### src/rtl/ow_temp_responder.sv
// DS18B20-style 1-wire responder: reset/presence, SKIP ROM, CONVERT T, READ SCRATCHPAD.
// Define OW_CRC_EN to send the Dallas CRC-8 as scratchpad byte 8; otherwise byte 8 is 0x00.
module ow_temp_responder #(
  parameter int CLK_PER_US = 48,
  parameter int RST_MIN_US = 400,
  parameter int PD_WAIT_US = 30,
  parameter int PD_LOW_US  = 120,
  parameter int SAMPLE_US  = 30,
  parameter int TX_LOW_US  = 30,
  parameter int CONV_US    = 1000
) (
  input  logic        i_clk,
  input  logic        i_rst_n,
  input  logic        i_owr,
  output logic        o_owr,
  input  logic [15:0] i_temp,
  output logic        o_busy,
  output logic [7:0]  o_cmd,
  output logic        o_cmd_stb
);
  localparam int RST_CYC  = RST_MIN_US * CLK_PER_US;
  localparam int PDW_CYC  = PD_WAIT_US * CLK_PER_US;
  localparam int PDL_CYC  = PD_LOW_US * CLK_PER_US;
  localparam int SMP_CYC  = SAMPLE_US * CLK_PER_US;
  localparam int TXL_CYC  = TX_LOW_US * CLK_PER_US;
  localparam int CONV_CYC = CONV_US * CLK_PER_US;
  localparam int M1   = (PDL_CYC > PDW_CYC) ? PDL_CYC : PDW_CYC;
  localparam int M2   = (M1 > SMP_CYC) ? M1 : SMP_CYC;
  localparam int TMAX = (M2 > TXL_CYC) ? M2 : TXL_CYC;
  localparam int TW   = $clog2(TMAX + 1);
  localparam int RW   = $clog2(RST_CYC + 1);
  localparam int CW   = $clog2(CONV_CYC + 1);
  localparam logic [TW-1:0] PDW_END  = TW'(PDW_CYC - 1);
  localparam logic [TW-1:0] PDL_END  = TW'(PDL_CYC - 1);
  localparam logic [TW-1:0] SMP_END  = TW'(SMP_CYC - 1);
  localparam logic [TW-1:0] TXL_END  = TW'(TXL_CYC - 1);
  localparam logic [RW-1:0] RST_HIT  = RW'(RST_CYC - 1);
  localparam logic [RW-1:0] RST_SAT  = RW'(RST_CYC);
  localparam logic [CW-1:0] CONV_END = CW'(CONV_CYC - 1);
  localparam logic [7:0] CMD_SKIP = 8'hCC;
  localparam logic [7:0] CMD_CONV = 8'h44;
  localparam logic [7:0] CMD_READ = 8'hBE;

  typedef enum logic [3:0] {
    S_IDLE, S_RST_WAIT, S_PD_WAIT, S_PD_LOW, S_ROM_RX, S_FN_RX, S_POLL, S_TX, S_HALT
  } state_t;

  state_t r_state, w_state_nxt;
  logic [1:0]    r_sync;
  logic          r_prev, r_owr, r_slot, r_busy, r_cmd_stb;
  logic [RW-1:0] r_lo;
  logic [TW-1:0] r_cnt;
  logic [CW-1:0] r_conv;
  logic [6:0]    r_bit;
  logic [7:0]    r_sr, r_cmd;
  logic [63:0]   r_pad;
  logic [15:0]   r_temp;

  logic w_line, w_fall, w_rise, w_rst_det, w_rx, w_txs, w_start, w_end;
  logic w_rx_done, w_cmd_stb, w_tx_load, w_txb, w_crc_bit;
  logic [7:0] w_byte;

  assign w_line    = r_sync[1];
  assign w_fall    = r_prev & ~w_line;
  assign w_rise    = ~r_prev & w_line;
  // Our own pull-down must never look like a master reset pulse.
  assign w_rst_det = ~w_line & ~r_owr & (r_lo == RST_HIT);
  assign w_rx      = (r_state == S_ROM_RX) | (r_state == S_FN_RX);
  assign w_txs     = (r_state == S_POLL) | (r_state == S_TX);
  assign w_start   = w_fall & ~r_slot & ~r_owr & (w_rx | w_txs);
  assign w_end     = r_slot & ((~r_owr & (r_cnt == SMP_END)) | (r_owr & (r_cnt == TXL_END)));
  assign w_byte    = {w_line, r_sr[7:1]};
  assign w_rx_done = w_rx & w_end & (r_bit[2:0] == 3'd7);
  assign w_cmd_stb = (r_state == S_FN_RX) & w_rx_done;
  assign w_tx_load = ~w_rst_det & (r_state != S_TX) & (w_state_nxt == S_TX);

  always_comb begin
    w_txb = r_pad[0];
    if (r_state == S_POLL) w_txb = ~r_busy;
    else if (r_bit[6])     w_txb = w_crc_bit;
  end

  always_ff @(posedge i_clk) begin
    if (!i_rst_n) r_state <= S_IDLE;
    else          r_state <= w_state_nxt;
  end

  always_comb begin
    w_state_nxt = r_state;
    if (w_rst_det) w_state_nxt = S_RST_WAIT;
    else begin
      case (r_state)
        S_RST_WAIT: if (w_rise) w_state_nxt = S_PD_WAIT;
        S_PD_WAIT:  if (r_cnt == PDW_END) w_state_nxt = S_PD_LOW;
        S_PD_LOW:   if (r_cnt == PDL_END) w_state_nxt = S_ROM_RX;
        S_ROM_RX:   if (w_rx_done) w_state_nxt = (w_byte == CMD_SKIP) ? S_FN_RX : S_HALT;
        S_FN_RX: if (w_rx_done) begin
          if (w_byte == CMD_CONV)      w_state_nxt = S_POLL;
          else if (w_byte == CMD_READ) w_state_nxt = S_TX;
          else                         w_state_nxt = S_HALT;
        end
        S_TX:       if (w_end && r_bit == 7'd71) w_state_nxt = S_HALT;
        default:    w_state_nxt = r_state;
      endcase
    end
  end

  always_ff @(posedge i_clk) begin
    if (!i_rst_n) begin
      r_sync <= 2'b11;  r_prev <= 1'b1;  r_lo <= '0;  r_cnt <= '0;
      r_slot <= 1'b0;   r_owr <= 1'b0;   r_bit <= '0; r_sr <= '0;
      r_pad <= '0;      r_cmd <= '0;     r_cmd_stb <= 1'b0;
      r_busy <= 1'b0;   r_conv <= '0;    r_temp <= 16'h0550;
    end else begin
      r_sync <= {r_sync[0], i_owr};
      r_prev <= r_sync[1];
      if (~w_line & ~r_owr) begin
        if (r_lo != RST_SAT) r_lo <= r_lo + 1'b1;
      end else r_lo <= '0;

      r_cmd_stb <= w_cmd_stb;
      if (w_cmd_stb) r_cmd <= w_byte;
      // Conversion timer is independent of the line and survives a 1-wire reset.
      if (w_cmd_stb && w_byte == CMD_CONV) begin
        r_busy <= 1'b1;
        r_conv <= '0;
      end else if (r_busy) begin
        if (r_conv == CONV_END) begin
          r_busy <= 1'b0;
          r_temp <= i_temp;
        end else r_conv <= r_conv + 1'b1;
      end

      if (w_rst_det) begin
        r_owr <= 1'b0; r_slot <= 1'b0; r_cnt <= '0;
      end else if (w_state_nxt != r_state) begin
        r_cnt <= '0; r_slot <= 1'b0; r_bit <= '0;
        r_owr <= (w_state_nxt == S_PD_LOW);
        if (w_tx_load) r_pad <= {8'h10, 8'h0C, 8'hFF, 8'h7F, 8'h46, 8'h4B, r_temp};
      end else if (r_state == S_PD_WAIT || r_state == S_PD_LOW) begin
        r_cnt <= r_cnt + 1'b1;
      end else if (w_start) begin
        r_slot <= 1'b1;
        r_cnt  <= '0;
        r_owr  <= w_txs & ~w_txb;
      end else if (w_end) begin
        r_slot <= 1'b0;
        r_owr  <= 1'b0;
        r_bit  <= r_bit + 1'b1;
        if (w_rx) r_sr <= w_byte;
        if (r_state == S_TX) r_pad <= {1'b0, r_pad[63:1]};
      end else if (r_slot) begin
        r_cnt <= r_cnt + 1'b1;
      end
    end
  end

`ifdef OW_CRC_EN
  logic [7:0] r_crc;
  logic       w_crc_fb;
  assign w_crc_fb  = r_crc[0] ^ r_pad[0];
  assign w_crc_bit = r_crc[r_bit[2:0]];
  // CRC follows the bits of bytes 0-7 as they leave, ready for byte 8.
  always_ff @(posedge i_clk) begin
    if (!i_rst_n)       r_crc <= '0;
    else if (w_tx_load) r_crc <= '0;
    else if (!w_rst_det && r_state == S_TX && w_end && !r_bit[6])
      r_crc <= {1'b0, r_crc[7:1]} ^ (w_crc_fb ? 8'h8C : 8'h00);
  end
`else
  assign w_crc_bit = 1'b0;
`endif

  assign o_owr     = r_owr;
  assign o_busy    = r_busy;
  assign o_cmd     = r_cmd;
  assign o_cmd_stb = r_cmd_stb;
endmodule
### config.mk
export PLATFORM = sky130hd
export DESIGN_NAME = ow_temp_responder
export DESIGN_NICKNAME = d
export VERILOG_FILES = /design/src/rtl/ow_temp_responder.sv
export SDC_FILE = /design/constraint.sdc
export NUM_CORES = 1
export LEC_CHECK = 0
export ABC_AREA = 1
export CAP_MARGIN = 20
export CORE_MARGIN = 2
export CORE_UTILIZATION = 50
export DETAILED_ROUTE_END_ITERATION = 8
export PLACE_DENSITY = 0.73
export SLEW_MARGIN = 20
export SYNTH_ARGS = -nofsm -noshare
export SYNTH_HDL_FRONTEND = slang
export SYNTH_SLANG_ARGS = --single-unit
### constraint.sdc
create_clock -name i_clk -period 3 [get_ports i_clk]
set_input_delay 0.6 -clock i_clk [delete_from_list [all_inputs] [get_ports i_clk]]
set_output_delay 0.6 -clock i_clk [all_outputs]
set_load 0.02 [all_outputs]
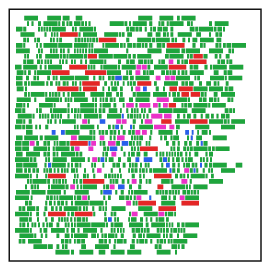
Fig. 1. Drive-strength map (run 1).
(2 px per um)
| size | colour | cells |
|---|---|---|
| drive 3 to 4 | magenta | 45 |
| drive 1 or less | green | 1,017 |
| drive 6 and up | red | 32 |
| drive 2 | blue | 28 |
Plain + repair buffers: 69
Area Growth Syn to Fin: 18.7%
final setup margin: 0.144 ns
design area: 8710 um^2

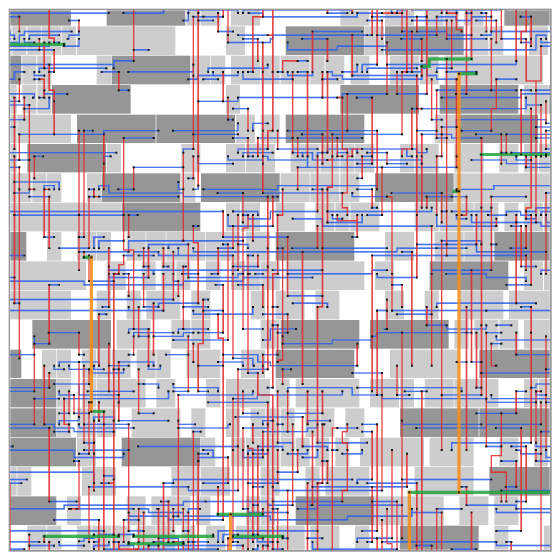
Fig. 2. Zoomed window (run 1).
Window x 38 to 88, y 63 to 113 um. Cells in grey, sequential cells in the stronger grey; small squares are vias.
| layer | colour |
|---|---|
| met3 | green |
| met2 | red |
| met1 | blue |
| met4 | orange |
sequential cells in the window: 36
cells with their middle in the window: 236
most frequent: nand2_1 (40), dfxtp_1 (36), a21oi_1 (28)
netlist names of flops here include: r_pad (23), r_bit (7), r_state (4)

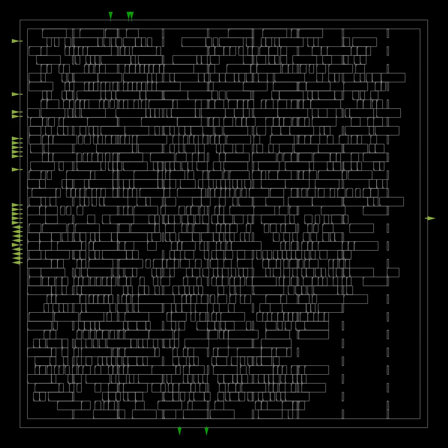
Fig. 3. Placement view (run 1).
Non-Filler Instances: 1,306
Post-Route Utilization: 0.604

## run 1: per-stage QoR
| step | hold slack, ns | power [mW] | std cells | cell area, um^2 | util |
|---|---|---|---|---|---|
| 2_1_floorplan | 0.393 | 3.49 | 1063 | 7340 | - |
| 5_1_grt | 0.473 | 6.90 | 1306 | 8710 | 0.604 |
| 4_1_cts | 0.438 | 6.29 | 1302 | 8590 | 0.596 |
| 3_5_place_dp | 0.420 | 4.00 | 1268 | 7950 | 0.551 |
| 6_report | 0.448 | 6.53 | 1306 | 8710 | 0.604 |
| 3_3_place_gp | 0.393 | 4.00 | 1268 | 7950 | 0.551 |
## run 1: placed cells by master, fill, tap and decap left out, types with 4 or more instances in the layout
cell type and count:
nor4_1 7, ha_1 6, a21oi_1 93, nand3b_1 25, nor3_1 29, nor2_2 5
xor2_1 12, nand3_1 73, clkdlybuf4s50_1 29, nand2_1 205, inv_2 10, nor2_1 154
clkinv_4 4, nand4_1 36, nor3b_1 4, clkbuf_16 18, buf_4 32, dfxtp_1 154
o21ai_0 55, inv_1 110, o21ai_1 9, o21a_1 5
## run 1: metal layers
layer  global-route usage  wire, um  vias up
li1                     -         -     3568
met1                0.299      8260     3041
met2                0.322      7250      143
met3               0.0445       659       28
met4               0.0869       323        0
met5                    0         0        -
## run 1: critical path: stages (launching register included)
cell and delay [ns]:
dfxtp_1 0.37, ha_1 0.20, nand3_1 0.16, nor2_2 0.17
buf_4 0.14, nand4_2 0.14, buf_4 0.18, nor2_1 0.08
nor2_1 0.05, nor2_1 0.12, nand3_1 0.16, nand2_1 0.18
a21oi_4 0.09, buf_4 0.15, nand3_4 0.08, buf_6 0.22
nand3_1 0.12, a21oi_1 0.14
==> results_slide.txt, run 1 <==
Key Metrics from the Run

Status
  – Status: completed

Final layout
  – Fillers: around 1,300
  – Sequential cell area: between 3000 and 4000 um^2
  – Clock buffer count: 22
  – Largest Register: r_pad

Route
  – Total wire length: ~16,000 um
  – Via count: roughly 6,800

Die
  – DIE AREA: 15,700 um^2
  – Core area: approximately 14,000 um^2

Clocking
  – # Post-CTS Setup Buffers: 3
  – CTS tree: done

Timing
  – Setup TNS Final: 0 ns
  – Clk_skew: ~0.015 ns
  – Max Freq: about 350 MHz

Power and ir drop
  – Pwr/cell area: approximately 750 nW/um^2
  – Logic pwr share: 0.335

Critical path
  – R2r endpoint: r_pad[33]$_SDFFE_PN0P_
  – Worst EP arrival: about 3.2 ns

Global routing
  – Initial antenna violation count: 0

Yosys
  – Main logic family: simple AND/OR/NAND/NOR gates
  – Top-count cell post-synth: nand2_1
  – Syn_nets: 1,088

Placed design
  – IO buf count: 29
==> run 2: changes to the inputs <==
ABC_CLOCK_PERIOD_IN_PS = 3000   (was not set)
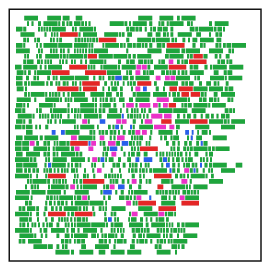
Fig. 4. Drive-strength map (run 2).
(2 px per um)
| size | colour | cells |
|---|---|---|
| drive 1 or less | green | 1,017 |
| drive 2 | blue | 28 |
| drive 3 to 4 | magenta | 45 |
| drive 6 and up | red | 32 |

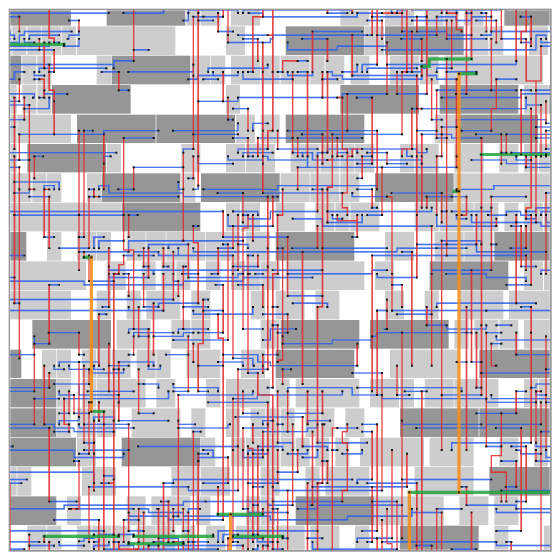
Fig. 5. Zoomed window (run 2).
Window x 38 to 88, y 63 to 113 um. Cells in grey, sequential cells in the stronger grey; small squares are vias.
| layer | colour |
|---|---|
| met4 | orange |
| met1 | blue |
| met2 | red |
| met3 | green |
sequential cells in the window: 36
most frequent: nand2_1 (40), dfxtp_1 (36), a21oi_1 (28)
netlist names of flops here include: r_pad (23), r_bit (7), r_state (4)
cells with their middle in the window: 236

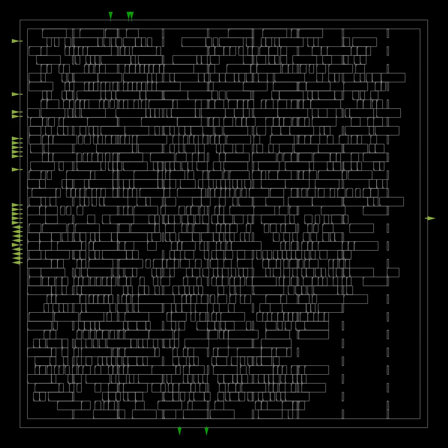
Fig. 6. Placement view (run 2).
row count: 44
core area: 14,400 um^2
Fillers: 1,317
tap cells: 184

==> run 2 against run 1 <==
Compared with the run above: synthesized cell count stayed put; register-to-register slack hardly changed; routed wire length is the same; clock power hardly changed; sequential power about the same; worst setup slack unchanged; count of clock-buffer cells in the layout stayed put; clock skew did not move; combinational power about the same; sequential share of layout area unchanged; synthesized area did not move; critical endpoint unchanged.
==> results_slide.txt, run 2 <==
Key Metrics from the Run

Status
  – Status: completed

Final layout
  – Inserted Diodes: 0
  – Non-Filler Instances: 1,306 (unchanged)
  – Area Growth Syn to Fin: 18.7% (unchanged)
  – Sequential cell area: 3080 um^2 (unchanged)
  – Post-Route Utilization: 0.604 (unchanged)
  – Largest Register: r_pad
  – Commonest non-fill, non-tap cells in the layout: nand2_1 (205), nor2_1 (154), dfxtp_1 (154)
  – Top cell excl fill/tap: nand2_1
  – Design area: 8710 um^2 (unchanged)

Die
  – Io pins: 30
  – Fp_density: 0.509
  – DIE AREA: 15,700 um^2 (unchanged)

Yosys
  – Mean post-synth cell area: 6.90 um^2
  – Cell taking the most area after synthesis: dfxtp_1
  – Main logic family: simple AND/OR/NAND/NOR gates
  – Top-count cell post-synth: nand2_1
  – #FFs+latches synth: between 150 and 200
  – Synth Area in Simple Gates: 0.344
  – Cells after Synth: 1,063
  – Syn_nets: 1,088 (unchanged)

Power and ir drop
  – Leakage power: about 3.4 nW
  – Total power after layout: 6.53 mW (unchanged)
  – Pwr/cell area: 750 nW/um^2 (unchanged)

Global routing
  – Initial antenna violation count: 0 (unchanged)

Timing
  – Setup TNS Final: 0 ns (unchanged)
  – Final setup margin: 0.144 ns (unchanged)
  – Slew margin rel.: 0.632
  – Final setup viols: 0
  – Worst hold slack: 0.448 ns (unchanged)
  – Max Freq: 350 MHz (unchanged)
  – Clk_skew: 0.0152 ns (unchanged)

Clocking
  – Clock transition at the registers of the reported paths: 0.06 ns
  – CTS tree: done

Critical path
  – Startpoint types: flip-flop
  – Worst endpoint required time: approximately 3.4 ns
  – Slowest stage delay, CP: 0.37 ns (about the same)
  – WP buf/inv: 4 (unchanged)
  – Crit path max-delay family: simple AND/OR/NAND/NOR gates
  – Crit path max-delay cell type: dfxtp_1
  – Worst EP arrival: 3.21 ns (about the same)
  – Setup crit end kind: flip-flop
  – Worst-path cell chain: ha_1 -> nand3_1 -> nor2_2 -> buf_4 -> nand4_2 -> buf_4 -> nor2_1 -> nor2_1 -> nor2_1 -> nand3_1 -> nand2_1 -> a21oi_4 -> buf_4 -> nand3_4 -> buf_6 -> nand3_1 -> a21oi_1

Placed design
  – Inst Count DP: 1,268 (unchanged)
  – IO buf count: 29 (unchanged)
  – Placed cell area: 7950 um^2 (unchanged)

Route
  – DRC violations left: 0
  – Post-route ant nets: 0
  – Total wire length: 16,500 um (unchanged)
  – Via count: 6,780 (unchanged)
[run 2: power breakdown]
group / switching, mW / internal [mW] / leakage, nW
combinational: 1.38 / 0.814 / 1.86
clock: 0.842 / 1.38 / 0.301
sequential: 0.0390 / 2.08 / 1.24
total: 2.26 / 4.27 / 3.41
[run 2: final cells by class]
type,instances,share of cell area
Sequential cell,154,0.354
Inverter,121,0.0521
Tap cell,184,0.0264
Clock buffer,22,0.0544
Multi-Input combinational cell,747,0.421
Timing Repair Buffer,69,0.0763
Clock inverter,9,0.0159
[run 2: worst reg2reg max path, delay by kind of cell (launching register included)]
family          cells  cell delay (ns)
simple gates       10             1.28
buf+inv             4             0.69
flops               1             0.37
compound gates      2             0.23
fa+ha+maj           1             0.20
[run 2: path summary, 6_finish.rpt]
kind / startpoint / end / slack [ns] / cells after the start
setup reg to reg: r_cnt[0]$_SDFFE_PP0P_ / r_pad[33]$_SDFFE_PN0P_ / 0.14 / 17
hold / removal: r_sync[0]$_SDFF_PN1_ / r_sync[1]$_SDFF_PN1_ / 0.45 / 1
setup / recovery: r_cnt[0]$_SDFFE_PP0P_ / r_pad[33]$_SDFFE_PN0P_ / 0.14 / 17
hold reg to reg: r_sync[0]$_SDFF_PN1_ / r_sync[1]$_SDFF_PN1_ / 0.45 / 1
[run 2: what timing repair did]
action,CTS,global route
setup endpoints to repair,16,90
cloned,0,1
gates resized,0,21
pin swaps,1,4
hold endpoints to repair,0,0
buffers inserted,3,3
[run 2: metal layers]
metal / track usage / part of all wire / vias to the layer above / wire [um]
met1: 0.299 / 0.50 / 3041 / 8260
li1: - / - / 3568 / -
met3: 0.0445 / 0.040 / 28 / 659
met4: 0.0869 / 0.020 / 0 / 323
met2: 0.322 / 0.44 / 143 / 7250
met5: 0 / 0 / - / 0
Fig. 7: run 2, supply network
(4 px per um) Pins as bars on the die edge.
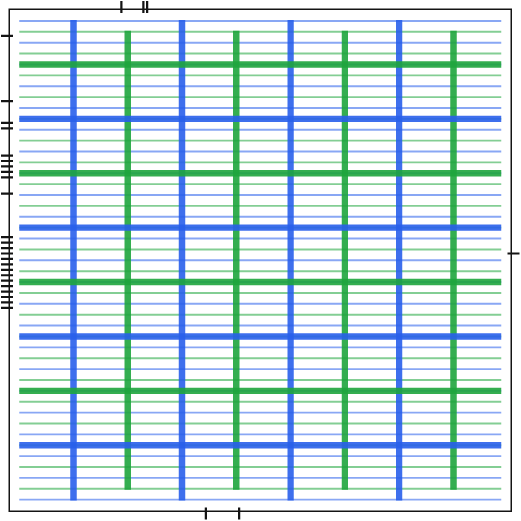

==> run 3: changes to the inputs <==
CTS_BUF_LIST = sky130_fd_sc_hd__clkbuf_8   (was not set)
PLACE_DENSITY = 0.74   (was 0.73)
SLEW_MARGIN = 40   (was 20)
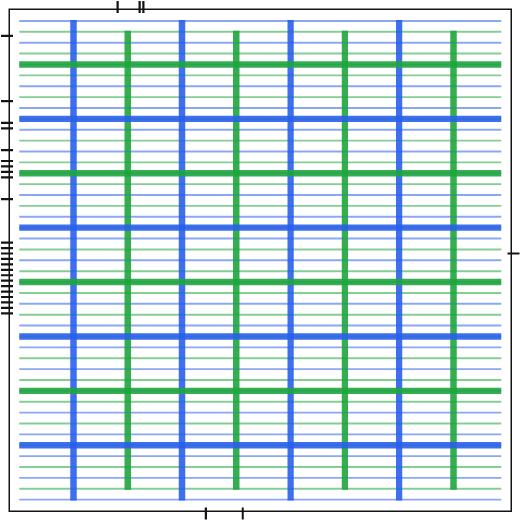
Fig. 8. Supply network (run 3).
(4 px per um) Pins as bars on the die edge.
| net | colour |
|---|---|
| VDD | green |
| VSS | blue |
signal pins: 30
met1 rails: 45
met5 straps: 8

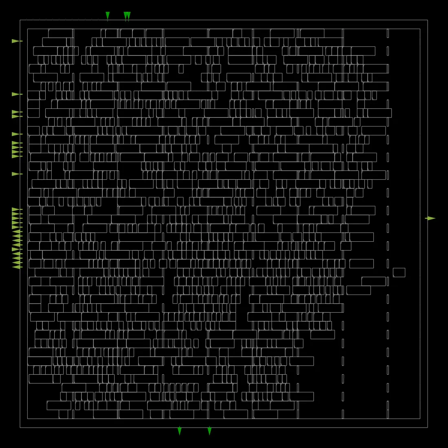
Fig. 9. Placement view (run 3).
Non-Filler Instances: 1,292
Flop Count: 154
flop share of the area: 0.370
Post-Route Utilization: 0.578
Fillers: 1,397

==> run 3 against run 2 <==
Compared with the run above: hold slack got worse by 0.032 ns; count of clock-buffer cells in the layout shrank 3; clock skew is 0.0031 ns lower; largest cell class unchanged; non-clock buffer count down 11; synthesized area stayed put; flip-flop count is the same; first-iteration DRC count is 17% higher; final area down 4.2%; highest routed layer unchanged; utilization decreased by 2.6 points.
==> results_slide.txt, run 3 <==
Key Metrics from the Run

Final layout
  – Final clock-cell share: 0.0438 (-0.0266)
  – Top cell excl fill/tap: nand2_1
  – Comb/total area: 0.440 (+0.0189)
  – Clock buffer count: 19 (-14%)
  – Area Growth Syn to Fin: 13.7%
  – Design area: 8340 um^2 (-4.2%)
  – Plain + repair buffers: 58 (-16%)

Placed design
  – Placed cell area: 7910 um^2 (-0.57%)

Critical path
  – Worst endpoint required time: 3.31 ns (-0.04 ns)
  – Startpoint types: flip-flop
  – Worst EP arrival: 3.07 ns (-0.14 ns)

Route
  – Total wire length: 16,200 um (-1.7%)
  – Via count: 6,846 (+0.97%)
  – Post-route ant nets: 0 (unchanged)
  – DRC violations left: 0 (unchanged)

Yosys
  – Mean post-synth cell area: 6.90 um^2 (unchanged)
  – #FFs+latches synth: 154 (unchanged)
  – Top-count cell post-synth: nand2_1
  – Synth Area in Simple Gates: 0.344 (unchanged)

Timing
  – Final setup viols: 0 (unchanged)
  – Clk_skew: 0.0121 ns (-0.00312 ns)
  – Setup TNS Final: 0 ns (unchanged)
  – Slew margin rel.: 0.621 (-0.0110)
  – Worst hold slack: 0.416 ns (-0.0318 ns)

Status
  – Status: completed
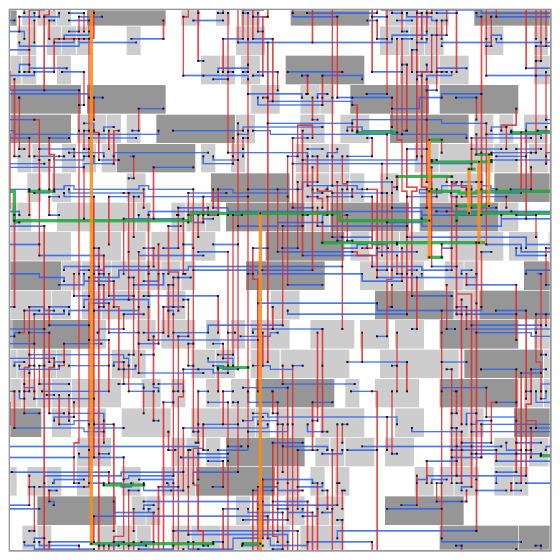
Fig. 10. Zoomed window (run 3).
Window x 38 to 88, y 63 to 113 um. Cells in grey, sequential cells in the stronger grey; small squares are vias.
| layer | colour |
|---|---|
| met4 | orange |
| met3 | green |
| met1 | blue |
| met2 | red |
netlist names of flops here include: r_pad (21), r_bit (5), r_state (4)
cells with their middle in the window: 223
most frequent: nand2_1 (46), dfxtp_1 (32), a21oi_1 (28)
sequential cells in the window: 32

-- run 3: cell count changes in the layout (fill, tap and decap cells not counted), moves of 3 or more --
cell       change
clkinv_4       -3
inv_1          +4
clkbuf_16     -18
clkbuf_8      +16
buf_4          -7
-- run 3: where the power goes --
part,total (mW),switching [mW],internal [mW]
Clock,1.49,0.736,0.759
Sequential,2.12,0.0427,2.08
Combinational,1.88,1.30,0.581
-- run 3: final timing paths --
| path | from | to | slack, ns | cells after the start |
|---|---|---|---|---|
| setup / recovery | r_cnt[0]$_SDFFE_PP0P_ | r_pad[40]$_SDFFE_PN0P_ | 0.24 | 19 |
| setup reg to reg | r_cnt[0]$_SDFFE_PP0P_ | r_pad[40]$_SDFFE_PN0P_ | 0.24 | 19 |
| hold reg to reg | r_sync[0]$_SDFF_PN1_ | r_sync[1]$_SDFF_PN1_ | 0.42 | 1 |
| hold / removal | r_sync[0]$_SDFF_PN1_ | r_sync[1]$_SDFF_PN1_ | 0.42 | 1 |
-- run 3: worst max-delay path, stage by stage (launching register included) --
cell and delay [ns]:
dfxtp_1 0.37, ha_1 0.21, nand3_2 0.13, inv_1 0.10, buf_4 0.14, nand2_1 0.05, nor2_1 0.14, nand4_1 0.10
nand2_1 0.08, nand2_1 0.05, nand2_1 0.07, nand2_1 0.12, nand2_2 0.12, nand2_1 0.09, nor3_4 0.30, buf_4 0.18
nand2_4 0.05, buf_4 0.18, nand2_1 0.06, a21oi_1 0.06
-- run 3: routing by layer --
metal / vias up / global-route usage / part of all wire
met4: 0 / 0.0739 / 0.016
li1: 3543 / - / -
met3: 29 / 0.0411 / 0.046
met2: 176 / 0.347 / 0.46
met1: 3098 / 0.281 / 0.48
met5: - / 0 / 0
No activity file was given, so power comes from the tool's default toggle rates.
